===== src/rtl/axis_mux_pkg.sv =====
// Shared types, defaults and helpers for the round-robin AXI-Stream multiplexer.
package axis_mux_pkg;

  typedef enum logic {
    ARB = 1'b0,
    GAP = 1'b1
  } mux_state_e;

  localparam int unsigned DEF_N_CH       = 15;
  localparam int unsigned DEF_DATA_W     = 32;
  localparam int unsigned DEF_GAP_CYCLES = 3;
  localparam int unsigned DEF_SKIP_IDLE  = 1;
  localparam int unsigned GAP_W          = 4;

  // Pointer advance with wrap from the last channel back to channel 0.
  function automatic int unsigned ptr_wrap_inc(int unsigned idx, int unsigned n);
    return (idx >= n - 1) ? 0 : idx + 1;
  endfunction

endpackage


===== src/rtl/axis_rr_pick.sv =====
// Rotating-priority encoder: first asserted request at or after base, wrapping modulo N_CH.
module axis_rr_pick
  import axis_mux_pkg::*;
#(
  parameter  int unsigned N_CH = DEF_N_CH,
  localparam int unsigned CH_W = $clog2(N_CH)
) (
  input  logic [N_CH-1:0] req_i,
  input  logic [CH_W-1:0] base_i,
  output logic [CH_W-1:0] grant_o,
  output logic            any_o
);

  int unsigned idx;

  // Scan from the farthest offset down so the nearest request to base wins.
  always_comb begin
    grant_o = '0;
    any_o   = 1'b0;
    idx     = 0;
    for (int i = int'(N_CH) - 1; i >= 0; i--) begin
      idx = 32'(base_i) + 32'(i);
      if (idx >= N_CH) idx = idx - N_CH;
      if (req_i[CH_W'(idx)]) begin
        grant_o = CH_W'(idx);
        any_o   = 1'b1;
      end
    end
  end

endmodule


===== src/rtl/axis_rr_mux.sv =====
// N-to-1 round-robin stream multiplexer with forced inter-beat gap and registered output.
module axis_rr_mux
  import axis_mux_pkg::*;
#(
  parameter  int unsigned N_CH       = DEF_N_CH,
  parameter  int unsigned DATA_W     = DEF_DATA_W,
  parameter  int unsigned GAP_CYCLES = DEF_GAP_CYCLES,
  parameter  int unsigned SKIP_IDLE  = DEF_SKIP_IDLE,
  localparam int unsigned CH_W       = $clog2(N_CH)
) (
  input  logic                     clk,
  input  logic                     rst,
  input  logic [N_CH*DATA_W-1:0]   s_data,
  input  logic [N_CH-1:0]          s_valid,
  output logic [N_CH-1:0]          s_ready,
  output logic [DATA_W-1:0]        m_data,
  output logic                     m_valid,
  input  logic                     m_ready,
  output logic [CH_W-1:0]          m_chan
);

  mux_state_e        state_q;
  logic [CH_W-1:0]   ptr_q;
  logic [CH_W-1:0]   ptr_d;
  logic [GAP_W-1:0]  gap_cnt_q;
  logic [DATA_W-1:0] m_data_q;
  logic              m_valid_q;
  logic [CH_W-1:0]   m_chan_q;

  logic [CH_W-1:0]   grant;
  logic              grant_any;
  logic              accept_ok;
  logic              xfer;
  logic [DATA_W-1:0] sel_data;

  // Grant source: rotating search in skip-idle mode, fixed pointer in legacy mode.
  if (SKIP_IDLE != 0) begin : g_skip
    axis_rr_pick #(.N_CH(N_CH)) u_pick (
      .req_i   (s_valid),
      .base_i  (ptr_q),
      .grant_o (grant),
      .any_o   (grant_any)
    );
  end else begin : g_legacy
    assign grant     = ptr_q;
    assign grant_any = 1'b1;
  end

  assign sel_data = s_data[grant*DATA_W +: DATA_W];
  assign ptr_d    = CH_W'(ptr_wrap_inc(32'(grant), N_CH));
  assign xfer     = |(s_ready & s_valid);

  // Ready is offered only in ARB with room in the output register.
  always_comb begin
    accept_ok = (state_q == ARB) && (!m_valid_q || m_ready) && !rst;
    s_ready   = '0;
    if (accept_ok && grant_any) s_ready[grant] = 1'b1;
  end

  // Arbitration/gap FSM with output beat register; drain and load may share an edge.
  always_ff @(posedge clk) begin
    if (rst) begin
      state_q   <= ARB;
      ptr_q     <= '0;
      gap_cnt_q <= '0;
      m_data_q  <= '0;
      m_valid_q <= 1'b0;
      m_chan_q  <= '0;
    end else begin
      if (m_valid_q && m_ready) m_valid_q <= 1'b0;
      case (state_q)
        ARB: begin
          if (xfer) begin
            m_data_q  <= sel_data;
            m_chan_q  <= grant;
            m_valid_q <= 1'b1;
            ptr_q     <= ptr_d;
            if (GAP_CYCLES > 0) begin
              state_q   <= GAP;
              gap_cnt_q <= GAP_W'(GAP_CYCLES - 1);
            end
          end
        end
        GAP: begin
          if (gap_cnt_q == '0) state_q <= ARB;
          else gap_cnt_q <= gap_cnt_q - 1'b1;
        end
        default: state_q <= ARB;
      endcase
    end
  end

  assign m_data  = m_data_q;
  assign m_valid = m_valid_q;
  assign m_chan  = m_chan_q;

endmodule


===== config.mk =====
export PLATFORM = sky130hd
export DESIGN_NAME = axis_rr_mux
export DESIGN_NICKNAME = d
export VERILOG_FILES = /design/src/rtl/axis_mux_pkg.sv /design/src/rtl/axis_rr_pick.sv /design/src/rtl/axis_rr_mux.sv
export SDC_FILE = /design/constraint.sdc
export NUM_CORES = 1
export LEC_CHECK = 0
export ABC_CLOCK_PERIOD_IN_PS = 10440
export CELL_PAD_IN_SITES_DETAIL_PLACEMENT = 1
export CELL_PAD_IN_SITES_GLOBAL_PLACEMENT = 2
export CORE_UTILIZATION = 24
export CTS_BUF_LIST = sky130_fd_sc_hd__clkbuf_8
export CTS_CLUSTER_DIAMETER = 80
export DETAILED_ROUTE_END_ITERATION = 6
export GPL_ROUTABILITY_DRIVEN = 1
export PLACE_DENSITY = 0.86
export SLEW_MARGIN = 20
export SYNTH_ARGS = -nofsm -noshare
export SYNTH_HDL_FRONTEND = slang
export SYNTH_SLANG_ARGS = --single-unit
export TNS_END_PERCENT = 100

===== constraint.sdc =====
create_clock -name clk -period 10.44 [get_ports clk]
set_input_delay 3.132 -clock clk [delete_from_list [all_inputs] [get_ports clk]]
set_output_delay 3.132 -clock clk [all_outputs]
set_load 0.03 [all_outputs]

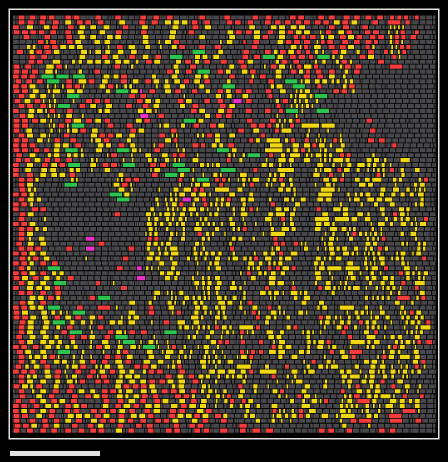
*Placed cells, one colour a class, run 1*
Scale bar: 50 um. Fill, decap, tap and diode cells in grey.
registers: shown in green, cells 46. remaining buffers and delay cells: shown in red, cells 705. remaining logic cells: shown in yellow, cells 1557. clock drivers and dummy loads: shown in magenta, cells 8.

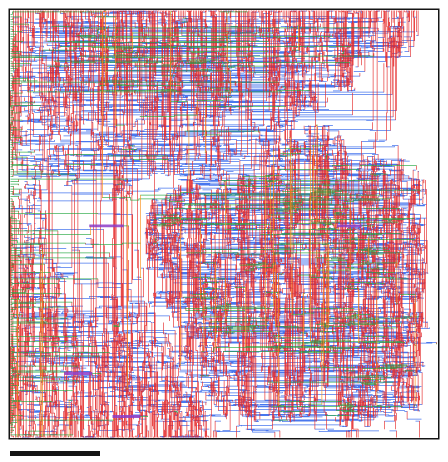
*Signal wires by layer, run 1*
Scale bar: 50 um.
M3: shown in green, wire length 8080 um. M2: shown in red, wire length 46.8 mm. M5: shown in purple, wire length 57.0 um. M4: shown in orange, wire length 2350 um. M1: shown in blue, wire length 41.2 mm.
DRT Wirelength: 98.4 mm
via count: 17900
Avg WL per Cell: 32.6 um

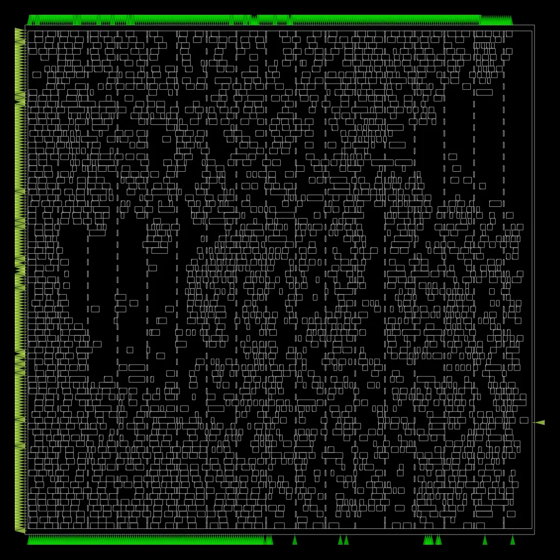
*Placement view, run 1*
final std cells w/o fill: 3022
flop count: 46

==> Slide: Implementation Results, run 1 <==
Run Summary

Placed design
  • Post-place setup slack: -0.0271 ns
  • Inst Count DP: 2999
  • Placement-stage cell area: 19800 sq um

Critical path
  • CP startpoint: s_valid[6]
  • Startpoint types: input pin
  • CP Buf/Inv Count: 4
  • Max FO, Critical Path: 17
  • R2r endpoint: m_data[0]
  • Crit path DRT: 7.31 ns
  • Crit path depth: 16
  • Worst path max stage delay: 0.53 ns
  • CP Capture Type: output pin
  • Worst Setup EP: s_ready[7]

Floorplanning
  • Core ar.: 54100 sq um
  • DIE AREA: 56000 sq um
  • FP Core Util: 0.244

Synth
  • Synth Seq Share: 0.0697
  • Synthesized area: 13200 sq um
  • Ys async rst share: 0
  • Top comb family, area: AND-OR/OR-AND gates
  • Distinct lib cells used: 104
  • Seq cells post-synth: 46
  • YS chip area: 13200 sq um
  • Mapped Avg Cell Area: 7.43 sq um
  • Post-synth EDFFs: 0

Timing
  • Slew headroom: 0.336
  • Final Hold Vio Count: 0
  • Post-route minimum period: 10.30 ns

Global route
  • Vias in the first global route: 18000
  • GRT met1 Usage: 0.437
  • Global-route wire length before repair: 136 mm
  • Initial antenna violation count: 17

Drt
  • Metal-1 WL: 41.2 mm
  • DRC: 0
  • Routed met3 length: 8.08 mm

Finish
  • Commonest Layout Cell: clkdlybuf4s50_1
  • Fin nets: 2830
  • Syn-to-layout area delta: 51.9%

Min path
  • Min-Delay Endpoint: m_chan[0]
  • Worst hold path type: reg -> reg

Outcome
  • Run status: complete, no violations

Flow run
  • Tool warnings: 41

Clocking
  • Clock transition at path regs: 0.10 ns
  • Clock sinks: 46
-- run 1: repair_timing --
action,in CTS,in global routing
pin swaps,0,5
gates cloned,0,1
buffers inserted,0,4
endpoints found under the setup margin,8,15
hold buffers,0,0
gates resized,1,14
-- run 1: worst min-delay path, delay by kind of cell (launching register included) --
kind	cells	cell delay, ns
compound gates	1	0.06
flops	1	0.35
simple gates	1	0.05
-- run 1: layout make-up --
class,instances,area [sq um]
fill,6506,34100
clock inverter,2,12.5
antenna,10,25.0
timing repair buffer,705,6760
clock buffer,6,82.6
sequential,46,925
tap,696,871
inverter,36,135
multi-input combinational,1521,11300
-- run 1: state kept, by name, indices dropped and copies added, names as in the netlist --
name / count
gap_cnt_q: 4
m_chan: 4
m_data: 32
m_valid: 1
ptr_q: 4
state_q: 1
### Gate families picked out, run 1

Scale bar: 50 um.
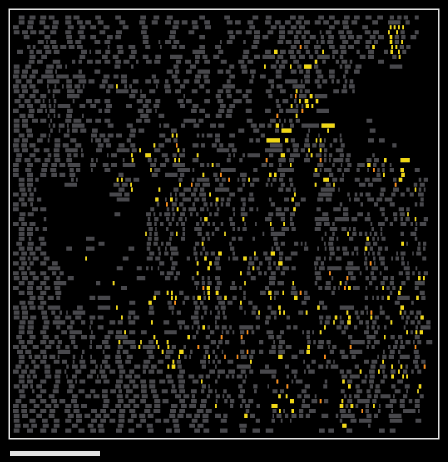

==> run 1 -> run 2 <==
--- a/config.mk
+++ b/config.mk
@@ -10,9 +10,8 @@
 export CELL_PAD_IN_SITES_GLOBAL_PLACEMENT = 2
 export CORE_UTILIZATION = 24
 export CTS_BUF_LIST = sky130_fd_sc_hd__clkbuf_8
-export CTS_CLUSTER_DIAMETER = 80
 export DETAILED_ROUTE_END_ITERATION = 6
-export GPL_ROUTABILITY_DRIVEN = 1
+export GPL_ROUTABILITY_DRIVEN = 0
 export PLACE_DENSITY = 0.86
 export SLEW_MARGIN = 20
 export SYNTH_ARGS = -nofsm -noshare
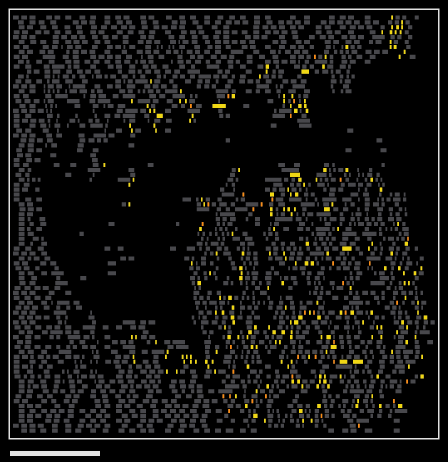
*Gate families picked out, run 2*
Scale bar: 50 um.
nor cells: shown in yellow, cells 217. inv cells: shown in orange, cells 36.
Commonest Layout Cell: clkdlybuf4s50_1
combinational share of cell area: 0.571
final std cells w/o fill: 2989

==> run 2 against run 1 <==
The flow now finishes with violations (DRC). Routed wire length is 9.1% lower. Die area stayed put. Synthesized area stayed put.
==> Slide: Implementation Results, run 2 <==
Run Summary

Placed design
  • Inst Count DP: 2964
  • Post-place setup slack: -0.0702 ns

Flow run
  • Tool warnings: 44

Drt
  • Metal-1 WL: 35.5 mm
  • DRC: 1
  • Avg WL per Cell: 29.9 um

Synth
  • Mapped Avg Cell Area: 7.43 sq um
  • Ys async rst share: 0
  • Distinct lib cells used: 104
  • Top comb family, area: AND-OR/OR-AND gates
  • Synthesized area: 13200 sq um
  • YS chip area: 13200 sq um
  • Post-synth EDFFs: 0
  • Seq cells post-synth: 46
  • Synth Seq Share: 0.0697

Global route
  • Global-route wire length before repair: 126 mm
  • Initial antenna violation count: 20
  • Vias in the first global route: 18100

Outcome
  • Failing checks: DRC
  • Run status: complete, but fails checks

Clocking
  • Post-CTS Resized: 1
  • Hold-fix buffers at CTS: 0
  • Clock transition at path regs: 0.10 ns

Min path
  • Worst hold path type: reg -> reg
  • Min-Delay Endpoint: m_data[15]

Critical path
  • CP Buf/Inv Count: 5
  • Worst path max stage delay: 0.63 ns
  • CP Capture Type: output pin
  • Max FO, Critical Path: 7
  • R2r endpoint: m_data[1]
  • Worst Setup EP: s_ready[1]
  • Crit path DRT: 7.31 ns

Finish
  • Logic cell area: 11300 sq um
  • FF+latch area: 925 sq um
  • Syn-to-layout area delta: 49.4%
  • Largest register FFs: 32
  • Number of fillers in the final layout: 6555

Timing
  • Slew headroom: 0.333
  • Final Hold Vio Count: 0

Floorplanning
  • FP Core Util: 0.244
-- run 2: cell counts after synthesis --
No cell type changed its count.
-- run 2: final cells by class --
| type | count | area share |
|---|---|---|
| clock inverter | 2 | 0.000634 |
| inverter | 36 | 0.00684 |
| multi-input combinational | 1521 | 0.571 |
| sequential | 46 | 0.0468 |
| antenna | 13 | 0.00165 |
| clock buffer | 6 | 0.00418 |
| tap | 696 | 0.0441 |
| timing repair buffer | 669 | 0.325 |
-- run 2: per-stage QoR --
| step | hold WS [ns] | TNS (ns) |
|---|---|---|
| floorplan | 0.500 | 0 |
| global placement | 0.441 | -0.103 |
| detailed placement | 0.459 | -0.171 |
| CTS | 0.488 | 0 |
| global route | 0.520 | 0 |
| finish | 0.487 | 0 |
### Placement view, run 2

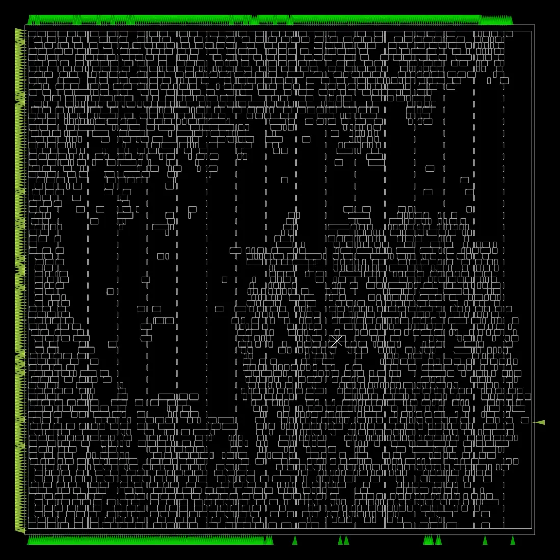

==> run 2 -> run 3 <==
--- a/config.mk
+++ b/config.mk
@@ -8,11 +8,13 @@
 export ABC_CLOCK_PERIOD_IN_PS = 10440
 export CELL_PAD_IN_SITES_DETAIL_PLACEMENT = 1
 export CELL_PAD_IN_SITES_GLOBAL_PLACEMENT = 2
-export CORE_UTILIZATION = 24
+export CORE_AREA = 2 2 213 215
 export CTS_BUF_LIST = sky130_fd_sc_hd__clkbuf_8
 export DETAILED_ROUTE_END_ITERATION = 6
+export DIE_AREA = 0 0 215 217
+export DONT_BUFFER_PORTS = 1
 export GPL_ROUTABILITY_DRIVEN = 0
-export PLACE_DENSITY = 0.86
+export PLACE_DENSITY = 0.74
 export SLEW_MARGIN = 20
 export SYNTH_ARGS = -nofsm -noshare
 export SYNTH_HDL_FRONTEND = slang
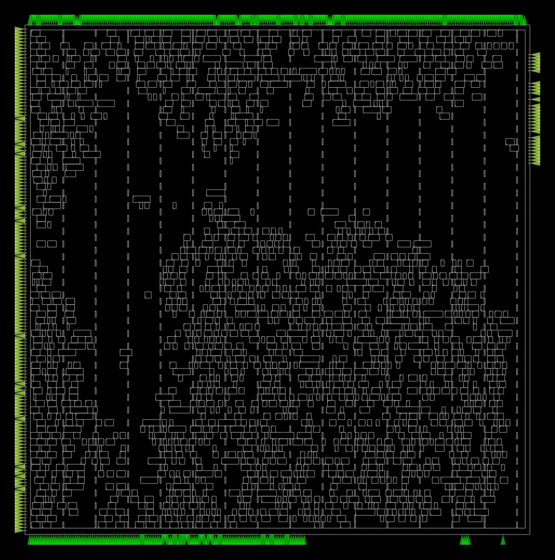
*Placement view, run 3*
Seq area share: 0.0670
number of fillers in the final layout: 5604
Core ar.: 44700 sq um
number of cell rows: 78
final std cells w/o fill: 2330

==> run 3 against run 2 <==
The flow now finishes without violations. Sequential share of layout area rose by 2.0 points. Fmax rose by 1.6%. Setup slack better by 0.16 ns. Cell area fell by 30%. Critical endpoint is now s_ready[7].
==> Slide: Implementation Results, run 3 <==
Run Summary

Finish
  • Logic cell area: 11200 sq um
  • Invs w/o clock: 36
  • Combinational share of cell area: 0.810
  • Plain + repair buffers: 76
  • Largest register FFs: 32
  • Clk cell area share: 0.00679
  • Leading cell kind: combinational gates
  • Data buffer area share: 0.0440
  • Commonest Layout Cell: mux2i_1
  • Diodes inserted: 44
  • Flop count: 46
  • Fin nets: 2200
  • Number of logic gates: 1520

Placed design
  • Post-place setup slack: 0.502 ns

Drt
  • DRC: 0

Synth
  • Synthesized area: 13200 sq um
  • Post-synth EDFFs: 0
  • Distinct lib cells used: 104
  • YS chip area: 13200 sq um
  • Synth Seq Share: 0.0697
  • Top comb family, area: AND-OR/OR-AND gates
  • Seq cells post-synth: 46

Critical path
  • Crit path depth: 13
  • Crit path DRT: 7.31 ns
  • Startpoint types: input pin
  • Worst path max stage delay: 0.57 ns
  • CP Buf/Inv Count: 2

Global route
  • Initial antenna violation count: 62
  • Global-route wire length before repair: 114 mm

Clocking
  • Clock transition at path regs: 0.11 ns
  • Hold-fix buffers at CTS: 0
  • Clock sinks: 46

Timing
  • Slew headroom: 0.191
  • WHS: 0.562 ns
  • Setup TNS Final: 0 ns

Flow run
  • Tool warnings: 44

Outcome
  • Run status: complete, no violations

Floorplanning
  • DIE AREA: 46700 sq um
-- run 3: cell counts after synthesis --
No cell type changed its count.
-- run 3: layer usage --
layer  wire [um]  global-route usage  part of all wire  vias up
li1            -                   -                 -     6682
met1       29400               0.384              0.35     7734
met3        7780              0.0693             0.092      281
met2       39200               0.540              0.46     1102
met5          37                   0           0.00044        -
met4        7910               0.312             0.094        8
